--- src/rtl/matrix_fifo_loader.sv ---
`default_nettype none
// ============================================================================
//  Module      : matrix_fifo_loader
//  Description : Avalon-MM read master that fetches an N x N A matrix (words
//                0..N-1) and an N-element B vector (word N) and serialises
//                the bytes into the per-row A FIFOs and the B FIFO of the
//                downstream matrix-vector multiply stage.
//  Revision    : 1.0  initial release
// ----------------------------------------------------------------------------
//  Ports
//    CLOCK_50           clock, rising edge
//    rst                synchronous active-high reset
//    start, base_addr   load request and byte address of word 0
//    avm_*              Avalon-MM read master (one read outstanding at most)
//    a_full, b_full     downstream FIFO full flags
//    a_wren, a_data     one-hot A FIFO write enables, flattened write data
//    b_wren, b_data     B FIFO write enable and data
//    busy, done         not-idle status and end-of-load pulse
//    load_cycles        busy-cycle counter (only with the macro below)
//  Optional feature
//    `define MATRIX_LOADER_CYCLE_COUNT_EN adds the load_cycles output.
// ============================================================================
module matrix_fifo_loader #(
  parameter int N          = 8,
  parameter int DATA_WIDTH = 8,
  parameter int ADDR_WIDTH = 32
) (
  input  logic                    CLOCK_50,
  input  logic                    rst,
  input  logic                    start,
  input  logic [ADDR_WIDTH-1:0]   base_addr,
  output logic [ADDR_WIDTH-1:0]   avm_address,
  output logic                    avm_read,
  input  logic                    avm_waitrequest,
  input  logic [N*DATA_WIDTH-1:0] avm_readdata,
  input  logic                    avm_readdatavalid,
  input  logic [N-1:0]            a_full,
  input  logic                    b_full,
  output logic [N-1:0]            a_wren,
  output logic [N*DATA_WIDTH-1:0] a_data,
  output logic                    b_wren,
  output logic [DATA_WIDTH-1:0]   b_data,
  output logic                    busy,
  output logic                    done
`ifdef MATRIX_LOADER_CYCLE_COUNT_EN
  ,
  output logic [15:0]             load_cycles
`endif
);

  localparam int WIDX_W = $clog2(N + 1);
  localparam int BIDX_W = (N > 1) ? $clog2(N) : 1;

  typedef enum logic [2:0] {
    S_IDLE   = 3'd0,
    S_REQ    = 3'd1,
    S_RESP   = 3'd2,
    S_UNPACK = 3'd3,
    S_DONE   = 3'd4
  } state_t;

  state_t                  state_q, state_d;
  logic [WIDX_W-1:0]       word_idx_q, word_idx_d;
  logic [BIDX_W-1:0]       byte_idx_q, byte_idx_d;
  logic [N*DATA_WIDTH-1:0] latch_q, latch_d;
  logic [ADDR_WIDTH-1:0]   avm_address_q, avm_address_d;
  logic                    avm_read_q, avm_read_d;
  logic [N-1:0]            a_wren_q, a_wren_d;
  logic [N*DATA_WIDTH-1:0] a_data_q, a_data_d;
  logic                    b_wren_q, b_wren_d;
  logic [DATA_WIDTH-1:0]   b_data_q, b_data_d;
  logic                    busy_q, busy_d;
  logic                    done_q, done_d;

  logic [DATA_WIDTH-1:0]   cur_byte;
  logic                    target_full;
  logic                    target_is_b;
  logic                    last_byte;

  // Byte currently being unpacked from the latched word.
  always_comb begin
    cur_byte = '0;
    for (int b = 0; b < N; b++) begin
      if (byte_idx_q == BIDX_W'(b)) begin
        cur_byte = latch_q[b*DATA_WIDTH +: DATA_WIDTH];
      end
    end
  end

  // Full flag of the FIFO that the current word feeds; word N is the B vector.
  always_comb begin
    target_is_b = (word_idx_q == WIDX_W'(N));
    target_full = b_full;
    for (int r = 0; r < N; r++) begin
      if (word_idx_q == WIDX_W'(r)) begin
        target_full = a_full[r];
      end
    end
  end

  assign last_byte = (byte_idx_q == BIDX_W'(N - 1));

  always_comb begin
    state_d       = state_q;
    word_idx_d    = word_idx_q;
    byte_idx_d    = byte_idx_q;
    latch_d       = latch_q;
    avm_address_d = avm_address_q;
    avm_read_d    = avm_read_q;
    // Write strobes and data are single-cycle; they fall back to zero.
    a_wren_d      = '0;
    a_data_d      = '0;
    b_wren_d      = 1'b0;
    b_data_d      = '0;

    case (state_q)
      S_IDLE: begin
        if (start) begin
          avm_address_d = base_addr;
          avm_read_d    = 1'b1;
          word_idx_d    = '0;
          state_d       = S_REQ;
        end
      end

      S_REQ: begin
        // Address and read stay registered until the slave stops stalling.
        if (!avm_waitrequest) begin
          avm_read_d = 1'b0;
          state_d    = S_RESP;
        end
      end

      S_RESP: begin
        if (avm_readdatavalid) begin
          latch_d    = avm_readdata;
          byte_idx_d = '0;
          state_d    = S_UNPACK;
        end
      end

      S_UNPACK: begin
        if (!target_full) begin
          if (target_is_b) begin
            b_wren_d = 1'b1;
            b_data_d = cur_byte;
          end else begin
            for (int r = 0; r < N; r++) begin
              if (word_idx_q == WIDX_W'(r)) begin
                a_wren_d[r]                          = 1'b1;
                a_data_d[r*DATA_WIDTH +: DATA_WIDTH] = cur_byte;
              end
            end
          end

          if (last_byte) begin
            byte_idx_d = '0;
            if (target_is_b) begin
              state_d = S_DONE;
            end else begin
              word_idx_d    = word_idx_q + WIDX_W'(1);
              avm_address_d = avm_address_q + ADDR_WIDTH'(N);
              avm_read_d    = 1'b1;
              state_d       = S_REQ;
            end
          end else begin
            byte_idx_d = byte_idx_q + BIDX_W'(1);
          end
        end
      end

      S_DONE: begin
        state_d = S_IDLE;
      end

      default: begin
        state_d    = S_IDLE;
        avm_read_d = 1'b0;
      end
    endcase

    busy_d = (state_d != S_IDLE);
    done_d = (state_d == S_DONE);
  end

  always_ff @(posedge CLOCK_50) begin
    if (rst) begin
      state_q       <= S_IDLE;
      word_idx_q    <= '0;
      byte_idx_q    <= '0;
      latch_q       <= '0;
      avm_address_q <= '0;
      avm_read_q    <= 1'b0;
      a_wren_q      <= '0;
      a_data_q      <= '0;
      b_wren_q      <= 1'b0;
      b_data_q      <= '0;
      busy_q        <= 1'b0;
      done_q        <= 1'b0;
    end else begin
      state_q       <= state_d;
      word_idx_q    <= word_idx_d;
      byte_idx_q    <= byte_idx_d;
      latch_q       <= latch_d;
      avm_address_q <= avm_address_d;
      avm_read_q    <= avm_read_d;
      a_wren_q      <= a_wren_d;
      a_data_q      <= a_data_d;
      b_wren_q      <= b_wren_d;
      b_data_q      <= b_data_d;
      busy_q        <= busy_d;
      done_q        <= done_d;
    end
  end

  assign avm_address = avm_address_q;
  assign avm_read    = avm_read_q;
  assign a_wren      = a_wren_q;
  assign a_data      = a_data_q;
  assign b_wren      = b_wren_q;
  assign b_data      = b_data_q;
  assign busy        = busy_q;
  assign done        = done_q;

`ifdef MATRIX_LOADER_CYCLE_COUNT_EN
  logic [15:0] load_cycles_q, load_cycles_d;

  // Counts every cycle spent outside IDLE; cleared by an accepted start and
  // left untouched afterwards so the last load's figure stays readable.
  always_comb begin
    load_cycles_d = load_cycles_q;
    if (state_q == S_IDLE) begin
      if (start) begin
        load_cycles_d = '0;
      end
    end else if (load_cycles_q != 16'hFFFF) begin
      load_cycles_d = load_cycles_q + 16'd1;
    end
  end

  always_ff @(posedge CLOCK_50) begin
    if (rst) begin
      load_cycles_q <= '0;
    end else begin
      load_cycles_q <= load_cycles_d;
    end
  end

  assign load_cycles = load_cycles_q;
`endif

endmodule
`default_nettype wire

--- config.mk ---
export PLATFORM = sky130hd
export DESIGN_NAME = matrix_fifo_loader
export DESIGN_NICKNAME = d
export VERILOG_FILES = /design/src/rtl/matrix_fifo_loader.sv
export SDC_FILE = /design/constraint.sdc
export NUM_CORES = 1
export LEC_CHECK = 0
export ABC_AREA = 1
export CORE_MARGIN = 4
export CORE_UTILIZATION = 43
export CTS_CLUSTER_SIZE = 25
export DETAILED_ROUTE_END_ITERATION = 7
export PLACE_DENSITY_LB_ADDON = 0.15
export SYNTH_ARGS = -nofsm -noshare
export SYNTH_HDL_FRONTEND = slang
export SYNTH_SLANG_ARGS = --single-unit
--- constraint.sdc ---
create_clock -name CLOCK_50 -period 1.85 [get_ports CLOCK_50]
set_input_delay 0.37 -clock CLOCK_50 [delete_from_list [all_inputs] [get_ports CLOCK_50]]
set_output_delay 0.37 -clock CLOCK_50 [all_outputs]
set_load 0.02 [all_outputs]
Figure 1. Signal wires on met2 (run 1).
Scale: 3 px per µm.
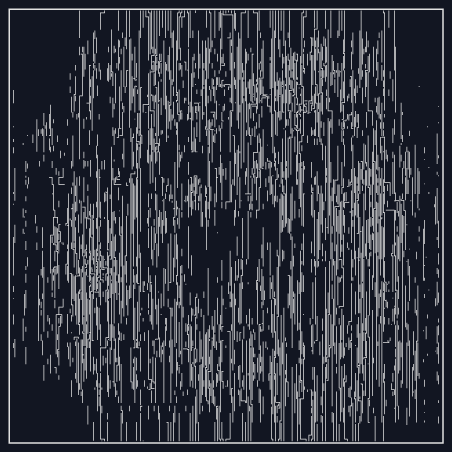
longest straight run: 59.2 µm
wire length on this layer: 13000 µm
share of all routed wire: 48%

Figure 2. I/O pins on the die edge (run 1).
Scale: 3 px per µm. Pins as bars across the die edge, other pins in grey.
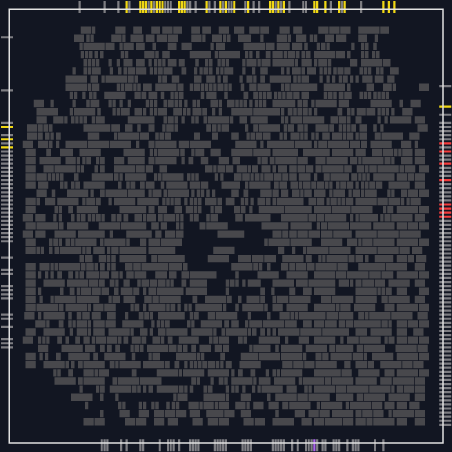
legend:
  yellow:
    port: avm_address
    pins: 32
    direction: output
    edge: 28 north, 3 west, 1 east
  purple:
    port: b_wren
    pins: 1
    direction: output
    edge: south
  red:
    port: a_full
    pins: 8
    direction: input
    edge: east
all pins by edge: 78 east, 56 north, 48 south, 44 west
Die Y: 144 µm
die width: 144 µm
port buffer count: 225

Figure 3. Signal wires by layer (run 1).
Scale: 2 px per µm. Two of the layers only.
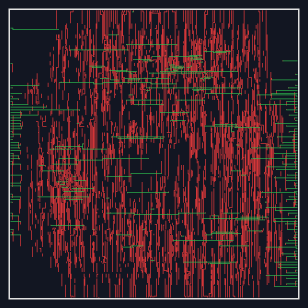
legend:
  red:
    layer: met2
    wire_length: 13000 µm
  green:
    layer: met3
    wire_length: 1880 µm

==> flow_metrics.py, run 1 <==
# Flow results
metrics = {
    "finish": {
        "syn2layout_area_growth_pct": 61.5,
        "layout.cells.non_filler": 1676,
        "final_cell_mix": "nor2_1 (237), nand2_1 (213), clkdlybuf4s50_1 (199), dfxtp_1 (185), buf_4 (92)",
    },
    "sta": {
        "fin_ws_ns": -0.212,
        "setup_viol": 118,
    },
    "global_routing": {
        "grt_util_met1_pct": 32.5,
        "overflow": 0,
        "grt_util_met2_pct": 38.6,
        "grt_first_pass_wirelength_um": 39500,
    },
    "run_status": {
        "status": "complete, but fails checks",
        "violations": "setup timing",
    },
    "routing": {
        "post-route-drc-count": 0,
        "dr.first_iter.drc_count": 583,
        "drtPass1Iterations": 4,
    },
    "worst_setup_path": {
        "cp.required_ns": 2.22,
        "worstPathCellList": "inv_4, ha_4, buf_4, nand3_1, nor2_1, nor2_1, nand2_1, nand2_2, nand2_4, nand2_8, nor2_4, buf_12, nand3_4, nor2_2",
    },
    "placement": {
        "placed_cells": 1624,
        "dp_hpwl_um": 18300,
    },
    "yosys": {
        "yosys.area_share.simple_pct": 31.6,
        "synth.distinct_cells": 39,
    },
    "power": {
        "p_comb_mw": 1.99,
        "pwr-share-comb_pct": 19.4,
        "seq-power_mw": 4.48,
    },
    "floorplan": {
        "io_pins": 226,
        "coreArea_um2": 18100,
    },
    "clock_network": {
        "cts.sinks": 190,
    },
    "run": {
        "warnings": 36,
    },
    "hold_path": {
        "whs_endpoint": "avm_address[1]",
    },
}
run 1: state kept, by name, indices dropped and copies added (netlist names), 3 cells and up:
register / flops
state_q: 3
a_wren: 8
latch_q: 64
avm_address: 32
byte_idx_q: 3
a_data: 64
b_data: 8
word_idx_q: 4
run 1: layer usage:
metal / vias up / wire length, µm
met3: 42 / 1880
met2: 319 / 13000
met1: 3947 / 11900
met4: 0 / 488
met5: - / 0
li1: 4192 / -
run 1: synthesized netlist by cell type, types with 6 or more instances:
cell        n  area share [%]
nor3_1     13            0.82
nand4_1    20             1.6
ha_1       11             1.7
o21ai_1     6            0.38
clkbuf_1   33             1.6
xor2_1     21             2.3
buf_2       6            0.38
nand3_1    41             2.6
nor2_1    290              14
nand2_1   228              11
inv_1      83             3.9
dfxtp_1   190              48
o21ai_0    83             5.2
a21oi_1    29             1.8
o211ai_1   10            0.94
run 1: kinds of logic after synthesis:
kind of cell / count (synthesis)
and+or+nand+nor: 613
xor gates and xnor gates: 23
AOI/OAI and AO/OA: 143
DFF: 190
buffers and inverters: 130
adders and majority gates: 11
run 1: stage by stage:
stage | hold WS [ns] | utilization (%) | setup WS, ns | cell area (µm²) | total power [mW]
2_1_floorplan | 0.430 | - | -0.0168 | 7990 | 5.51
3_3_place_gp | 0.451 | 62.1 | -0.277 | 11200 | 6.43
3_5_place_dp | 0.458 | 62.1 | -0.332 | 11200 | 6.47
4_1_cts | 0.471 | 67.8 | -0.118 | 12300 | 10.1
5_1_grt | 0.496 | 71.1 | -0.307 | 12900 | 10.6
6_report | 0.473 | 71.1 | -0.212 | 12900 | 10.2
run 1: final cells by class:
class / instances / area share, %
clock buffer: 18 / 3.42
clock inverter: 14 / 1.41
inverter: 85 / 2.62
multi-input combinational: 799 / 34.9
sequential: 190 / 29.7
tap: 229 / 2.23
timing repair buffer: 341 / 25.7
Figure 4. Cell placement (run 1).
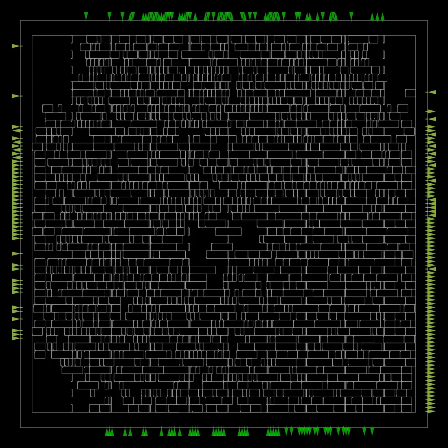

## Run 2: what changed since run 1
Settings changed: PLACE_DENSITY_LB_ADDON 0.15 to 0.08.
Figure 5. Cell placement (run 2).
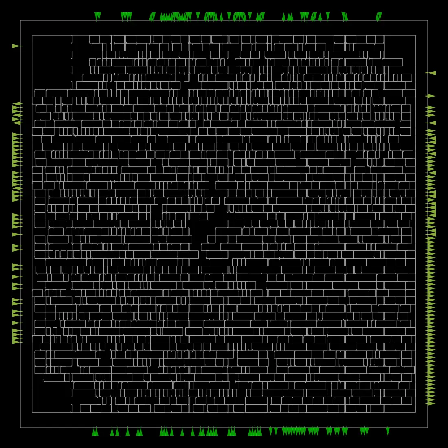
Layout Utilization: 74.1%
n_taps: 229
core area: 18100 µm²
Final Non-Filler Cells: 1701
FILL cells: 1336

==> flow_metrics.py, run 2 <==
# Flow results
metrics = {
    "routing": {
        "vias": 8656,
        "wl_met3_um": 2020,
        "post-route-drc-count": 0,
        "dr.first_iter.drc_count": 514,
        "top_layer": "met4",
        "drtPass1Iterations": 6,
        "wl_met2_um": 13100,
        "drt-met1-wl_um": 12500,
    },
    "finish": {
        "final_cell_mix": "nor2_1 (246), clkdlybuf4s50_1 (197), dfxtp_1 (184), nand2_1 (172), buf_4 (102)",
        "syn2layout_area_growth_pct": 68.4,
    },
    "sta": {
        "setup_viol": 122,
        "timing.fmax_ghz": 0.451,
        "holdWs_ns": 0.470,
        "fin_ws_ns": -0.368,
    },
    "worst_setup_path": {
        "cp.required_ns": 2.23,
        "worstPathCellList": "nor2_4, nand2_2, or2_0, nand2_1, nand2_1, nand2_1, nand2_1, nand2_1, nand2_2, nand2_4, nand2_4, nor2_4, buf_8, nand3_4, nor2_1",
    },
    "yosys": {
        "edf_count": 0,
        "synthTopCellsByCount": "nor2_1 (290), nand2_1 (228), dfxtp_1 (190), inv_1 (83), o21ai_0 (83)",
        "synth.top_cell.area_share_pct": 47.8,
        "synth-main-ff-cell": "dfxtp_1",
        "synth_top_cell_by_count": "nor2_1",
    },
    "placement": {
        "placed_cells": 1629,
        "port_buffers": 225,
    },
    "clock_network": {
        "cts.sinks": 190,
    },
    "run": {
        "warnings": 36,
    },
    "floorplan": {
        "die_w_um": 144,
        "die-height_um": 144,
        "io_pins": 226,
    },
    "run_status": {
        "status": "complete, but fails checks",
        "violations": "setup timing",
    },
    "power": {
        "power_mw": 10.9,
    },
    "global_routing": {
        "overflow": 0,
        "grt_util_met2_pct": 40.6,
        "grt_util_met1_pct": 33.1,
    },
}
run 2: logic make-up (layout without fill, tap and decap cells):
| group | count (synthesis) | count (layout) | share of synthesized area, % |
|---|---|---|---|
| compound gates | 143 | 146 | 9.93 |
| xor+xnor | 23 | 23 | 2.53 |
| fa+ha+maj | 11 | 11 | 1.73 |
| buf+inv | 130 | 484 | 6.41 |
| flops | 190 | 190 | 47.8 |
| simple gates | 613 | 618 | 31.6 |
run 2: worst paths after layout:
| path | start | to | slack (ns) |
|---|---|---|---|
| worst max-delay path | word_idx_q[2] | a_data[23] | -0.37 |
| worst min-delay path | avm_read | avm_read | 0.47 |
| worst max register to register | word_idx_q[2] | a_data[23] | -0.37 |
| worst min register to register | avm_read | avm_read | 0.47 |
run 2: area by class of cell:
cell class                 instances  area [µm²]
clock buffer                      17         425
clock inverter                    15         233
fill                            1336        4680
inverter                          85         334
multi-input combinational        798        4680
sequential                       190        3820
tap                              229         287
timing repair buffer             367        3620
run 2: per-stage QoR:
step / area [µm²] / utilization [%]
floorplan: 7990 / -
global placement: 11300 / 62.4
detailed placement: 11300 / 62.4
CTS: 12600 / 69.7
global route: 13400 / 74.1
finish: 13400 / 74.1
run 2: report_power, final:
part | internal (mW) | switching (mW)
registers | 4.30 | 0.192
logic | 1.12 | 1.31
clock network | 2.02 | 1.95
run 2: timing repair:
| item | 4_1_cts | 5_1_grt |
|---|---|---|
| pin swaps | 30 | 45 |
| resized | 152 | 174 |
| gates cloned | 7 | 9 |
| buffers inserted | 14 | 13 |
| endpoints found under the setup margin | 144 | 128 |
| hold endpoints to repair | 0 | 0 |
Power and IR drop assume default switching activity.
